### The metal 3 layer

Drawn at 2 px/µm.
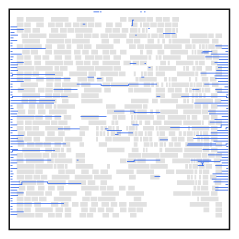
### Signal wires by layer

Drawn at 3 px/µm.
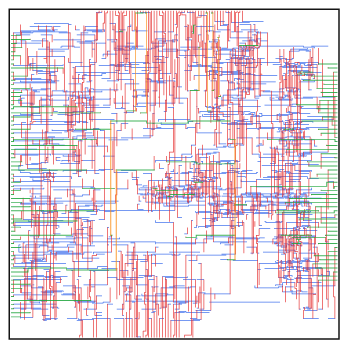
[src/rtl/apb_master_ctrl.sv]
// ----------------------------------------------------------------------------
// apb_master_ctrl
//
// Turns a simple valid/ready command stream into single APB transfers and
// returns a valid/ready response. Only one transfer is in flight at a time:
// a command is accepted in IDLE, driven as SETUP then ACCESS on the APB bus,
// and its result is held in RESP until the response is consumed. An ACCESS
// phase that sees no pready for TIMEOUT cycles is aborted with an error.
//
// Parameters
//   ADDR_W   address width (paddr, cmd_addr)
//   DATA_W   data width (pwdata, prdata, cmd_wdata, rsp_rdata)
//   TIMEOUT  maximum ACCESS cycles without pready, 2..255
//
// Ports
//   pclk, presetn          clock (rising edge), async active-low reset
//   cmd_valid/cmd_ready    command handshake
//   cmd_write              1 = write, 0 = read
//   cmd_addr, cmd_wdata    transfer address and write data
//   rsp_valid/rsp_ready    response handshake
//   rsp_rdata              read data (0 for writes and failed transfers)
//   rsp_err                transfer failed (pslverr or timeout)
//   rsp_timeout            transfer aborted by timeout
//   psel, penable, pwrite  APB requester controls
//   paddr, pwdata          APB address and write data
//   prdata, pready, pslverr APB completer response
//
// Every output comes straight from a flop; there is no combinational path
// from any input to any output.
// ----------------------------------------------------------------------------
module apb_master_ctrl #(
    parameter int ADDR_W  = 32,
    parameter int DATA_W  = 32,
    parameter int TIMEOUT = 16
) (
    input  logic              pclk,
    input  logic              presetn,
    // command side
    input  logic              cmd_valid,
    output logic              cmd_ready,
    input  logic              cmd_write,
    input  logic [ADDR_W-1:0] cmd_addr,
    input  logic [DATA_W-1:0] cmd_wdata,
    // response side
    output logic              rsp_valid,
    input  logic              rsp_ready,
    output logic [DATA_W-1:0] rsp_rdata,
    output logic              rsp_err,
    output logic              rsp_timeout,
    // APB requester
    output logic              psel,
    output logic              penable,
    output logic              pwrite,
    output logic [ADDR_W-1:0] paddr,
    output logic [DATA_W-1:0] pwdata,
    input  logic [DATA_W-1:0] prdata,
    input  logic              pready,
    input  logic              pslverr
);

    typedef enum logic [1:0] {
        S_IDLE   = 2'd0,
        S_SETUP  = 2'd1,
        S_ACCESS = 2'd2,
        S_RESP   = 2'd3
    } state_t;

    // The wait counter holds the number of completed ACCESS cycles that saw
    // pready low; the TIMEOUT-th such cycle is the one that aborts.
    localparam logic [7:0] WAIT_LAST = 8'(TIMEOUT - 1);

    state_t     state;
    state_t     next_state;
    logic [7:0] wait_cnt;
    logic       wait_expired;

    logic       cmd_ready_nxt;
    logic       psel_nxt;
    logic       penable_nxt;
    logic       rsp_valid_nxt;

    assign wait_expired = (wait_cnt == WAIT_LAST);

    // ------------------------------------------------------------------
    // State register
    // ------------------------------------------------------------------
    // NOTE: sequential state is written with non-blocking assignments so
    // every flop samples the values from before the clock edge.
    always_ff @(posedge pclk or negedge presetn) begin
        if (!presetn) begin
            state <= S_IDLE;
        end else begin
            state <= next_state;
        end
    end

    // ------------------------------------------------------------------
    // Next-state logic
    // ------------------------------------------------------------------
    // NOTE: next_state is defaulted before the case so no path leaves it
    // unassigned, which would otherwise infer a latch.
    always_comb begin
        next_state = state;
        case (state)
            S_IDLE: begin
                // cmd_ready is high exactly while in IDLE, so cmd_valid alone
                // completes the handshake here.
                if (cmd_valid) begin
                    next_state = S_SETUP;
                end
            end
            S_SETUP: begin
                next_state = S_ACCESS;
            end
            S_ACCESS: begin
                // pready wins over a timeout firing in the same cycle.
                if (pready || wait_expired) begin
                    next_state = S_RESP;
                end
            end
            S_RESP: begin
                if (rsp_ready) begin
                    next_state = S_IDLE;
                end
            end
            default: begin
                next_state = S_IDLE;
            end
        endcase
    end

    // ------------------------------------------------------------------
    // Output logic: decode the state being entered so the control outputs
    // can be registered and change together with the state itself.
    // ------------------------------------------------------------------
    always_comb begin
        cmd_ready_nxt = 1'b0;
        psel_nxt      = 1'b0;
        penable_nxt   = 1'b0;
        rsp_valid_nxt = 1'b0;
        case (next_state)
            S_IDLE: begin
                cmd_ready_nxt = 1'b1;
            end
            S_SETUP: begin
                psel_nxt = 1'b1;
            end
            S_ACCESS: begin
                psel_nxt    = 1'b1;
                penable_nxt = 1'b1;
            end
            S_RESP: begin
                rsp_valid_nxt = 1'b1;
            end
            default: begin
                cmd_ready_nxt = 1'b1;
            end
        endcase
    end

    always_ff @(posedge pclk or negedge presetn) begin
        if (!presetn) begin
            cmd_ready <= 1'b1;
            psel      <= 1'b0;
            penable   <= 1'b0;
            rsp_valid <= 1'b0;
        end else begin
            cmd_ready <= cmd_ready_nxt;
            psel      <= psel_nxt;
            penable   <= penable_nxt;
            rsp_valid <= rsp_valid_nxt;
        end
    end

    // ------------------------------------------------------------------
    // Request datapath: captured once at the command handshake and then
    // left untouched, which keeps paddr/pwrite/pwdata stable through the
    // whole transfer and holding their last value in IDLE and RESP.
    // ------------------------------------------------------------------
    always_ff @(posedge pclk or negedge presetn) begin
        if (!presetn) begin
            paddr  <= '0;
            pwrite <= 1'b0;
            pwdata <= '0;
        end else if (state == S_IDLE && cmd_valid) begin
            paddr  <= cmd_addr;
            pwrite <= cmd_write;
            pwdata <= cmd_wdata;
        end
    end

    // ------------------------------------------------------------------
    // Wait counter and response capture. Completer inputs are only looked
    // at in ACCESS; the response registers then hold through RESP.
    // ------------------------------------------------------------------
    always_ff @(posedge pclk or negedge presetn) begin
        if (!presetn) begin
            wait_cnt    <= '0;
            rsp_rdata   <= '0;
            rsp_err     <= 1'b0;
            rsp_timeout <= 1'b0;
        end else begin
            case (state)
                S_SETUP: begin
                    // SETUP always precedes ACCESS, so clearing here means the
                    // count starts from zero on every ACCESS entry.
                    wait_cnt <= '0;
                end
                S_ACCESS: begin
                    if (pready) begin
                        rsp_err     <= pslverr;
                        rsp_timeout <= 1'b0;
                        // Read data is only meaningful for an error-free read.
                        rsp_rdata   <= (!pwrite && !pslverr) ? prdata : '0;
                    end else begin
                        wait_cnt <= wait_cnt + 8'd1;
                        if (wait_expired) begin
                            rsp_err     <= 1'b1;
                            rsp_timeout <= 1'b1;
                            rsp_rdata   <= '0;
                        end
                    end
                end
                default: begin
                end
            endcase
        end
    end

endmodule

[config.mk]
export PLATFORM = sky130hd
export DESIGN_NAME = apb_master_ctrl
export DESIGN_NICKNAME = d
export VERILOG_FILES = /design/src/rtl/apb_master_ctrl.sv
export SDC_FILE = /design/constraint.sdc
export NUM_CORES = 1
export LEC_CHECK = 0
export CAP_MARGIN = 20
export CORE_MARGIN = 3
export CORE_UTILIZATION = 43
export CTS_BUF_LIST = sky130_fd_sc_hd__clkbuf_8
export DETAILED_ROUTE_END_ITERATION = 8
export GPL_TIMING_DRIVEN = 0
export MAX_ROUTING_LAYER = met4
export PLACE_DENSITY = 0.89
export SLEW_MARGIN = 25
export SYNTH_ARGS = -nofsm -noshare
export SYNTH_HDL_FRONTEND = slang
export SYNTH_SLANG_ARGS = --single-unit
export TNS_END_PERCENT = 10
[constraint.sdc]
create_clock -name pclk -period 2.2 [get_ports pclk]
set_clock_uncertainty 0.2 [all_clocks]
set_input_delay 0.44 -clock pclk [delete_from_list [all_inputs] [get_ports pclk]]
set_output_delay 0.44 -clock pclk [all_outputs]
set_load 0.01 [all_outputs]
==> flow report <==
FINAL LAYOUT
------------------------------------------------------------------------
# fillers                                                            769
Non-CTS buffers                                                      232
Portion of the layout cell area used by non-clock buffers          0.303
Multi-input logic cell count                                         178
Design Area, Final                                           0.00730 mm²
Share of cells above drive strength 1                              0.196
Layout inverter count without the clock tree                          37
Clk cell area share                                               0.0565
Post-layout util                                                   0.704
Largest class                                               flip-flops and latches
Most frequent cells in the layout                           clkdlybuf4s50_1, dfrtp_1, mux2_2
Logic cell area                                              0.00154 mm²
Number of nets in the finished design                                686
Logic share of the area                                            0.211

FINAL TIMING
------------------------------------------------------------------------
Final critical-path share of the clock period                      0.961
Slew of the pin with the lowest slew margin                     0.462 ns
Setup ws final                                                 0.0859 ns
Pins over their slew limit                                             0
Maximum clock frequency                                        0.473 GHz
Max_slew headroom                                                  0.692

SYNTHESIS
------------------------------------------------------------------------
Yosys Warn Count                                                       0
Post-Syn Area per Cell                                          13.0 µm²
AND-OR/OR-AND Cells, Area Fraction                                 0.122
Post-synthesis async set-or-reset flop share                        1.00
Area contributors post-synth                                dfrtp_1, mux2_2, a32oi_1, o21ai_0, inv_1
Post-Synth Adder-Cell Area                                        0.0109
Post-synthesis instance area                                 0.00460 mm²
# Cells Yosys                                                        353
Cell taking the most area after synthesis                        dfrtp_1
Register share after synthesis                                     0.615

ROUTE
------------------------------------------------------------------------
First-pass iteration count of the detailed router                      5
ANT nets after route                                                   0
Number of remaining DRC errors                                         0
Routed metal-1 wirelength                                        4790 µm
Routed met3 length                                               1060 µm
Vias per std cell                                                   5.21
Max layer used                                                      met4

WORST SETUP PATH
------------------------------------------------------------------------
Delay of the slowest cell on the worst path                      0.54 ns
Reg2Reg Depth                                                          4
Critical path class                                         flip-flop to primary output
Critical register-to-register path endpoint                 psel$_DFF_PN0_
Critical Path Slowest Stage Cell                            clkdlybuf4s50_1
Reg-to-reg critical path startpoint                         wait_cnt[4]$_DFFE_PN0P_
Worst reg-to-reg setup slack                                     0.12 ns
Critical path launch point                                  cmd_ready$_DFF_PN1_
Chain of cells forming the critical path                    clkdlybuf4s50_1
Type of element capturing the critical path                 primary output
Buffer-and-inverter tally for the worst setup path                     1
Stages on worst setup path                                             1
Crit Path Max Fanout                                                   1

PWR
------------------------------------------------------------------------
Leakage power total                                              3.08 nW
Power per cell area                                          1420 mW/mm²
Combinational power                                              4.59 mW
Proportion of power drawn by flip-flops and latches                0.361
Top Consumer                                                combinational cells

FLOORPLANNING
------------------------------------------------------------------------
DIE WIDTH                                                         109 µm
DIE HEIGHT                                                        109 µm
IO Pins                                                              206
Fraction of the core area occupied by cells at floorplan           0.444

CTS
------------------------------------------------------------------------
Post-cts sizing count                                                  2
Total of hold buffers inserted after clock tree synthesis              1
Buffer cell driving the clock tree root                         clkbuf_8
Max Buffers Root-to-Sink                                               2
Insertion delay at the late pin of the worst-skew pair           0.41 ns

PLACED DESIGN
------------------------------------------------------------------------
Number of buffers inserted by port buffering                         205
Instance area at placement                                   0.00685 mm²
HPWL after detailed placement                                    9430 µm

GRT
------------------------------------------------------------------------
GRT met1 Usage                                                     0.253
Via count of the first global-routing pass                          4020
Most heavily used metal layer in global routing                     met2
Met2 Usage GRT                                                     0.378
Initial antenna violation count                                        0

STATUS
------------------------------------------------------------------------
Outcome                                                     finished clean

FLOW RUN
------------------------------------------------------------------------
OpenROAD warnings                                                     28

## Picture notes: 'The metal 3 layer'
share of all routed wire: 8.4%
longest straight run: 29.7 µm

## Picture notes: 'Signal wires by layer'
legend:
  metal 2:
    color: red
    wire_length: 6480 µm
  metal 1:
    color: blue
    wire_length: 4790 µm
  metal 4:
    color: orange
    wire_length: 270 µm
  metal 3:
    color: green
    wire_length: 1060 µm

Power and IR drop assume default switching activity.
